Run 1, register map, names as in the netlist:
Bar = 20 um.
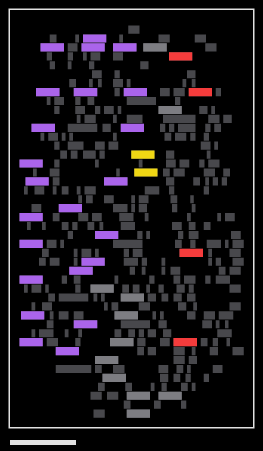
Run 1, met2 routing:
Bar = 20 um.
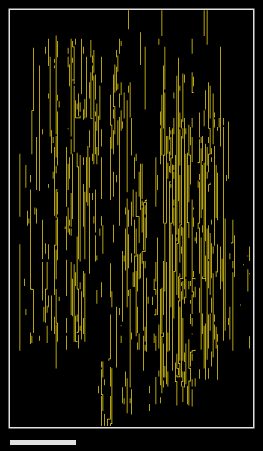
Run 1, congestion heat map:
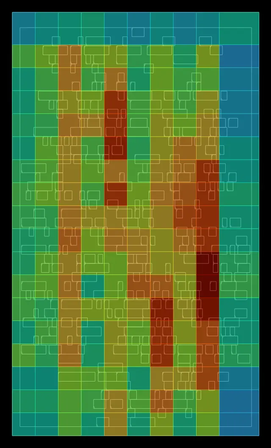
==> config.mk <==
export PLATFORM = sky130hd
export DESIGN_NAME = speed_encoder
export DESIGN_NICKNAME = d
export VERILOG_FILES = /design/src/rtl/speed_encoder.sv
export SDC_FILE = /design/constraint.sdc
export NUM_CORES = 1
export LEC_CHECK = 0
export CAP_MARGIN = 25
export CELL_PAD_IN_SITES_DETAIL_PLACEMENT = 1
export CELL_PAD_IN_SITES_GLOBAL_PLACEMENT = 1
export CORE_AREA = 2 2 72 125
export CTS_CLUSTER_DIAMETER = 150
export DETAILED_ROUTE_END_ITERATION = 7
export DIE_AREA = 0 0 74 127
export PLACE_DENSITY = 0.54
export SYNTH_ARGS = -nofsm -noshare
export SYNTH_HDL_FRONTEND = slang
export SYNTH_SLANG_ARGS = --single-unit
==> constraint.sdc <==
create_clock -name i_clk -period 6.7 [get_ports i_clk]
set_clock_uncertainty 0.1 [all_clocks]
set_input_delay 1.005 -clock i_clk [delete_from_list [all_inputs] [get_ports i_clk]]
set_output_delay 1.005 -clock i_clk [all_outputs]
set_load 0.1 [all_outputs]
==> results.txt, run 1 <==
run metrics: mux frac, synth 2.638%, Buffers & Inverters on Critical Path 2, aoi share 18.72%, worst min-delay path category register to register, Final Power 0.0006893 W, outcome completed, AND/OR/NAND/NOR Cells, Area Fraction 28.92%, CTS Buf Count 5, Final Setup Violations 0, CTS tree built, cell depth of the worst flop-to-flop path 9, die width 74 um, fillers 1004, drt wl/cell 16.40 um, metal2 WL 4244 um, Inverters 13, initial DRC count 47, most frequent cell after synthesis dfxtp_1, hpwl dp 5351 um, number of enable flip-flop cells 0, Seq share, synth 32.47%, Netlist Area Pre-Place 2466 um2, CP Data Arrival Time 3.26 ns, total grt overflow 0, clock-pin transition on the worst setup and hold timing paths 0.06 ns, Min Hold Slack 0.3329 ns, combinational fraction of design power 20.2%, initial antenna violation count 0, largest net degree at the start of global routing 24, Hold-fix buffers, CTS 0, Die Y-Extent 127 um, Stages on worst setup path 7, Synth Area in XOR/XNOR 7.458%, Required @ worst endpoint 5.59 ns, Yosys chip area 2466 um2, clk_buf instances 7, Final Hold Viols 0, Synth logic family simple AND/OR/NAND/NOR gates, ClkCell Share 6.348%, Slew Viols, Final 0, library cells used by synthesis 60, Internal 0.0004866 W, Psw 0.0002027 W, Synth Instances 305, Post-CTS Setup Bufs 0, RSZ-0062 raised after global routing false, Data buffer area share 5.739%, Post-Place Setup Slack 2.660 ns, Top Metal Used met4, Tool Warnings 31, Taps Inserted 115, clock sinks 40, setup TNS 0 ns, measured slew at the worst slew-check pin 0.9676 ns, vias per inst 5.192, CP cell instances clkinv_1 -> ha_1 -> nand2_1 -> o21ai_0 -> ha_1 -> xnor2_1 -> clkdlybuf4s50_1, minimum clock period 4.369 ns, proportion of layout cells with a drive suffix above 1 5.751%, IO Pins 16, number of max-cap violations 0, Sequential Power Share 37.5%, ant diodes 0, chip area 9398 um2, top area cells in the synthesized netlist dfxtp_1, nor2_1, xor2_1, ha_1, nand2_1, Crit Path Category register to primary output, gpl congestion 0.7948, placed cell area 2688 um2, Slew headroom 35.29%, Placed Cells 419, met1 Use GR 14.44%, H-tree levels 2, clk buf depth 2, Synth area leader dfxtp_1, Pwr top clock, Max-area cell share 32.47%, yosys warning tally 0, synthesized flop and latch total 40, logic area 1536 um2, max FFs per register 23, Non-clk bufs 17, Non-Filler Instances 428, post-layout instance area 2878 um2, commonest cells in the netlist dfxtp_1, nor2_1, nand2_1, asr flop ratio synth 0%, M1 wire length 2409 um, Leak Pwr 1.022 nW, Initial Util 29.67%, 1st-pass router iterations 4, pwr/cell area 239.5 nW/um2, ys cells 305, Clock power frac 42.2%, Nets 327, WL met3 147 um, cts repair resizes 0, Final Cycle Share 65.21%, most used cell, CP ha_1, Comb power 0.000139 W, Max VDD drop 0.1289 mV, syn avg cell area 8.086 um2, vias in the first global route 2455, # DRC 0, CP top delay family buffers and inverters, Clock Tree Root clkbuf_16, Antenna Violating Nets Remaining 0, CP max stage delay 1.15 ns, Final Worst Setup Slack 2.331 ns, P_clk 0.000291 W, clock insertion delay at the later pin of the skew report 0.29 ns, Seq cells 40, main flop type dfxtp_1, critical path fanouts, max 9, switching share of power 29.41%, critical path launch point type register, Peak Freq 0.2289 GHz, Crit-path slowest cell clkdlybuf4s50_1, WHS Path Cells 1, Adder Share, Synth 4.566%, top cell class by occupied area logic gates, Core Area 8313 um2, combinational share of cell area 53.39%
About 'register map, names as in the netlist':
cnt: in purple, flops 23. state: in yellow, flops 2. lvl: in red, flops 4.
Seq area share: 27.83%
seq pwr: 0.000259 W
sequential cell area: 800.8 um2
Final Util: 34.62%

About 'met2 routing':
The longest straight run is 64.9 um. The layer holds 60% of the routed length. The wires run mostly vertical.
vias after detailed routing: 2222
wirelength, routed: 7020 um

About 'congestion heat map':
GRT Total Usage: 16.58%
grt met2 use: 33.82%
Top Usage Layer GRT: met2
met3 usage: 2.839%

## run 1: logic make-up (layout without fill, tap and decap cells)
| kind of cell | Yosys count | in the layout |
|---|---|---|
| compound gates | 64 | 64 |
| xor+xnor | 21 | 21 |
| fa+ha+maj | 9 | 9 |
| buf+inv | 30 | 38 |
| flops | 40 | 40 |
| mux | 6 | 6 |
| simple gates | 135 | 135 |
## run 1: cells in the final DEF, fill, tap and decap left out, types with 9 or more instances in the layout
cell | netlist | final
nor2_1 | 35 | 35
inv_1 | 12 | 12
xor2_1 | 14 | 14
dfxtp_1 | 40 | 40
clkdlybuf4s50_1 | 0 | 15
nand3_1 | 13 | 13
o21ai_0 | 17 | 17
nor2b_1 | 10 | 10
nand2_1 | 24 | 24
a21oi_1 | 9 | 9
ha_1 | 9 | 9
Run 1, gate-type map:
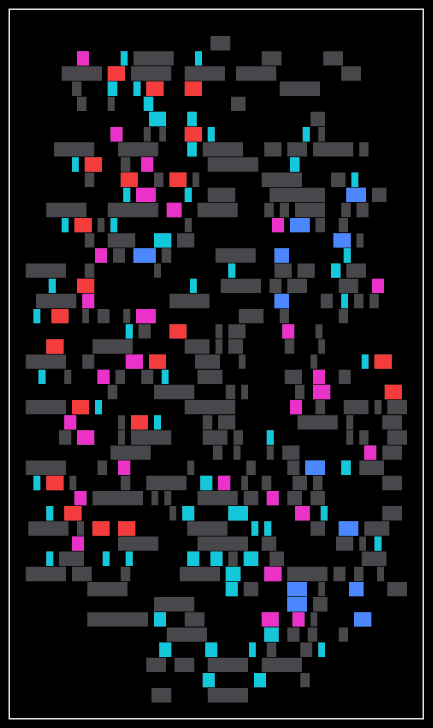

==> run 1 -> run 2 <==
Settings changed: PLACE_DENSITY 0.54 to 0.56.
Clock period 6.7 ns to 3.55 ns, I/O delays scaled along.
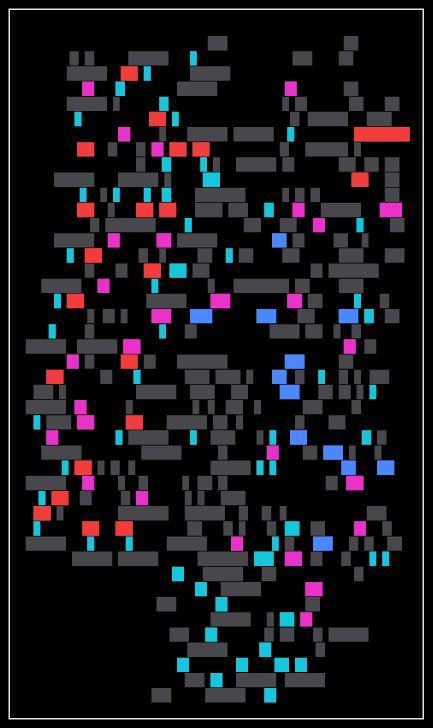
Run 2: gate-type map
AND-OR and OR-AND gates: in blue, cells 12. NOR gates: in cyan, cells 58, where all over the die. AND and OR gates: in magenta, cells 28. XOR/XNOR gates: in red, cells 21.
most frequent logic cell in the layout: dfxtp_1
combinational share of cell area: 54.50%
Non-Filler Instances: 431

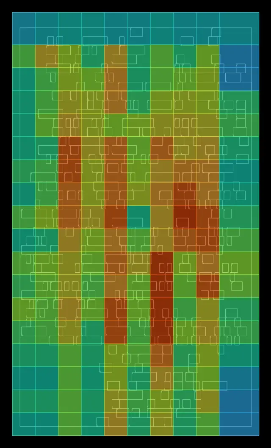
Run 2: congestion heat map
Final Util: 34.80%
met1 Use GR: 14.71%
GRT Total Usage: 15.77%
grt met2 use: 30.67%

==> results.txt, run 2 <==
run metrics: AND/OR/NAND/NOR Cells, Area Fraction 28.92% (unchanged), sequential cell area 802.0 um2 (+0.16%), yosys warning tally 0 (unchanged), Synth logic family simple AND/OR/NAND/NOR gates, Max-area cell share 32.47% (unchanged), Tool Warnings 31 (unchanged), chip area 9398 um2 (unchanged), Leak Pwr 1.035 nW (+1.2%), clock insertion delay at the later pin of the skew report 0.28 ns (about the same), Slew Viols, Final 0 (unchanged), commonest cells in the netlist dfxtp_1, nor2_1, nand2_1, synthesized flop and latch total 40 (unchanged), top area cells in the synthesized netlist dfxtp_1, nor2_1, xor2_1, ha_1, nand2_1, Final Hold Viols 0 (unchanged), cell depth of the worst flop-to-flop path 9 (unchanged), met3 usage 2.603% (-0.24 points), Stages on worst setup path 9 (+2), CP cell instances inv_1 -> ha_1 -> nand4b_1 -> or4b_1 -> a2111o_1 -> a2111oi_0 -> o22ai_1 -> a221oi_1 -> o311ai_1, drt wl/cell 15.74 um (-4.0%), pwr/cell area 419.2 nW/um2 (+75%), Final Setup Violations 0 (unchanged), most frequent cell after synthesis dfxtp_1, measured slew at the worst slew-check pin 0.9628 ns (-0.004767 ns), Post-CTS Setup Bufs 0 (unchanged), Final Worst Setup Slack 0.3525 ns (-1.978 ns), Required @ worst endpoint 3.59 ns (-2.00 ns), Synth-to-Final Area Change 17.30%, setup TNS 0 ns (unchanged), Peak Freq 0.3127 GHz, mux frac, synth 2.638% (unchanged), syn avg cell area 8.086 um2 (unchanged), clock-pin transition on the worst setup and hold timing paths 0.05 ns (about the same), Antenna Violating Nets Remaining 0 (unchanged), Netlist Area Pre-Place 2466 um2 (unchanged), floorplan net count 320, main flop type dfxtp_1, IO Pins 16 (unchanged), Post-Place Setup Slack 0.3255 ns (-2.335 ns), # DRC 0 (unchanged), Crit Path Category register to register, aoi share 18.72% (unchanged), worst min-delay path category register to register, clk buf depth 2 (unchanged), Top Usage Layer GRT met2, Synth Area in XOR/XNOR 7.458% (unchanged), initial DRC count 45 (-4.3%), gpl congestion 0.7781 (-2.1%), global-route wire length before repair 11320 um, Final Cycle Share 90.07%, cts repair resizes 0 (unchanged), Slew headroom 35.61% (+0.32 points), critical path launch point type register, CTS Buf Count 5 (unchanged), Synth area leader dfxtp_1, Adder Share, Synth 4.566% (unchanged), placed cell area 2746 um2 (+2.2%), ys cells 305 (unchanged), initial antenna violation count 0 (unchanged), outcome completed, hpwl dp 5358 um (+0.13%), RSZ-0062 raised after global routing false, most numerous logic cells after layout dfxtp_1, nor2_1, nand2_1, o21ai_0, xor2_1, fillers 1012 (+0.80%), Core Area 8313 um2 (unchanged), Hold-fix buffers, CTS 0 (unchanged), post-layout instance area 2893 um2 (+0.52%), Min Hold Slack 0.3456 ns (+0.01261 ns), Crit-path slowest cell a2111o_1, largest net degree at the start of global routing 24 (unchanged), Clock Tree Root clkbuf_16, total grt overflow 0 (unchanged), clock sinks 40 (unchanged), Initial Util 29.67% (unchanged), vias per inst 5.193 (about the same), Seq share, synth 32.47% (unchanged), Site Rows 44, CP endpoint kind register, library cells used by synthesis 60 (unchanged), Yosys chip area 2466 um2 (unchanged), worst reg2reg setup slack 0.35 ns, CP max stage delay 0.57 ns (-0.58 ns), 1st-pass router iterations 4 (unchanged), critical path fanouts, max 10 (+1), CP top delay family AND-OR/OR-AND gates, Max VDD drop 0.2238 mV (+74%), Synth Instances 305 (unchanged), die width 74 um (unchanged), minimum clock period 3.197 ns, Placed Cells 423 (+0.95%), max FFs per register 23 (unchanged), WHS Path Cells 1 (unchanged), CTS tree built, vias in the first global route 2286 (-6.9%), Die Y-Extent 127 um (unchanged), Buffers & Inverters on Critical Path 1 (-1), CP Data Arrival Time 3.24 ns (-0.02 ns), number of max-cap violations 0 (unchanged), Final Power 0.001213 W (+76%), number of enable flip-flop cells 0 (unchanged), ant diodes 0 (unchanged), proportion of layout cells with a drive suffix above 1 10.76% (+5.0 points), H-tree levels 2 (unchanged), asr flop ratio synth 0% (unchanged), Nets 330 (+0.92%), logic area 1577 um2 (+2.6%), PortBufs 15
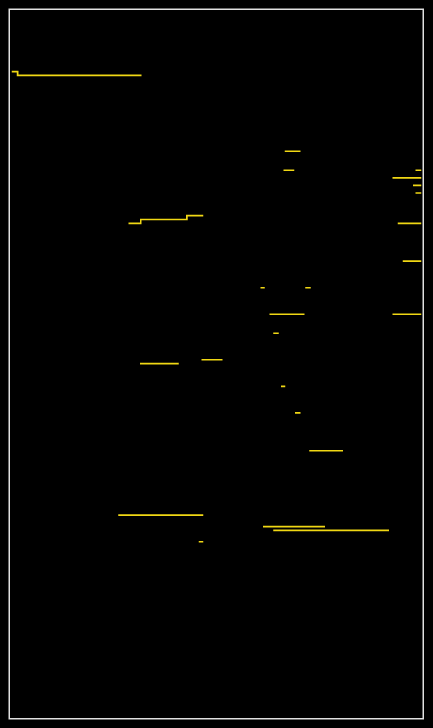
Run 2: the metal 3 layer
15 nets have wire on it. The longest straight run is 22.1 um. The wires run mostly horizontal. The layer holds 2.0% of the routed length.
vias after detailed routing: 2238
wirelength, routed: 6783 um

==> run 2: where the power goes <==
| group | internal, W | leakage (nW) | total [W] | switching [W] |
|---|---|---|---|---|
| Sequential | 0.000466 | 0.326 | 0.000489 | 0.0000226 |
| Combinational | 0.0000915 | 0.638 | 0.000277 | 0.000185 |
| Clock | 0.000280 | 0.0712 | 0.000447 | 0.000167 |
==> run 2: routing by layer <==
metal | wire, um | vias up | share of wire [%]
li1 | - | 1103 | -
met1 | 2427 | 1093 | 36
met2 | 3920 | 26 | 58
met3 | 132 | 16 | 1.9
met4 | 303 | 0 | 4.5
met5 | 0 | - | 0
==> run 2: final cells by class <==
cell class              instances  share of cell area (%)
flip-flops and latches         40                   27.72
repair buffers                 20                   5.796
inverters                      13                   1.946
clock buffers                   8                   5.061
multi-input cells             235                   54.50
well taps                     115                   4.974
Power figures rest on the tool's default switching activity, not on a simulated workload.
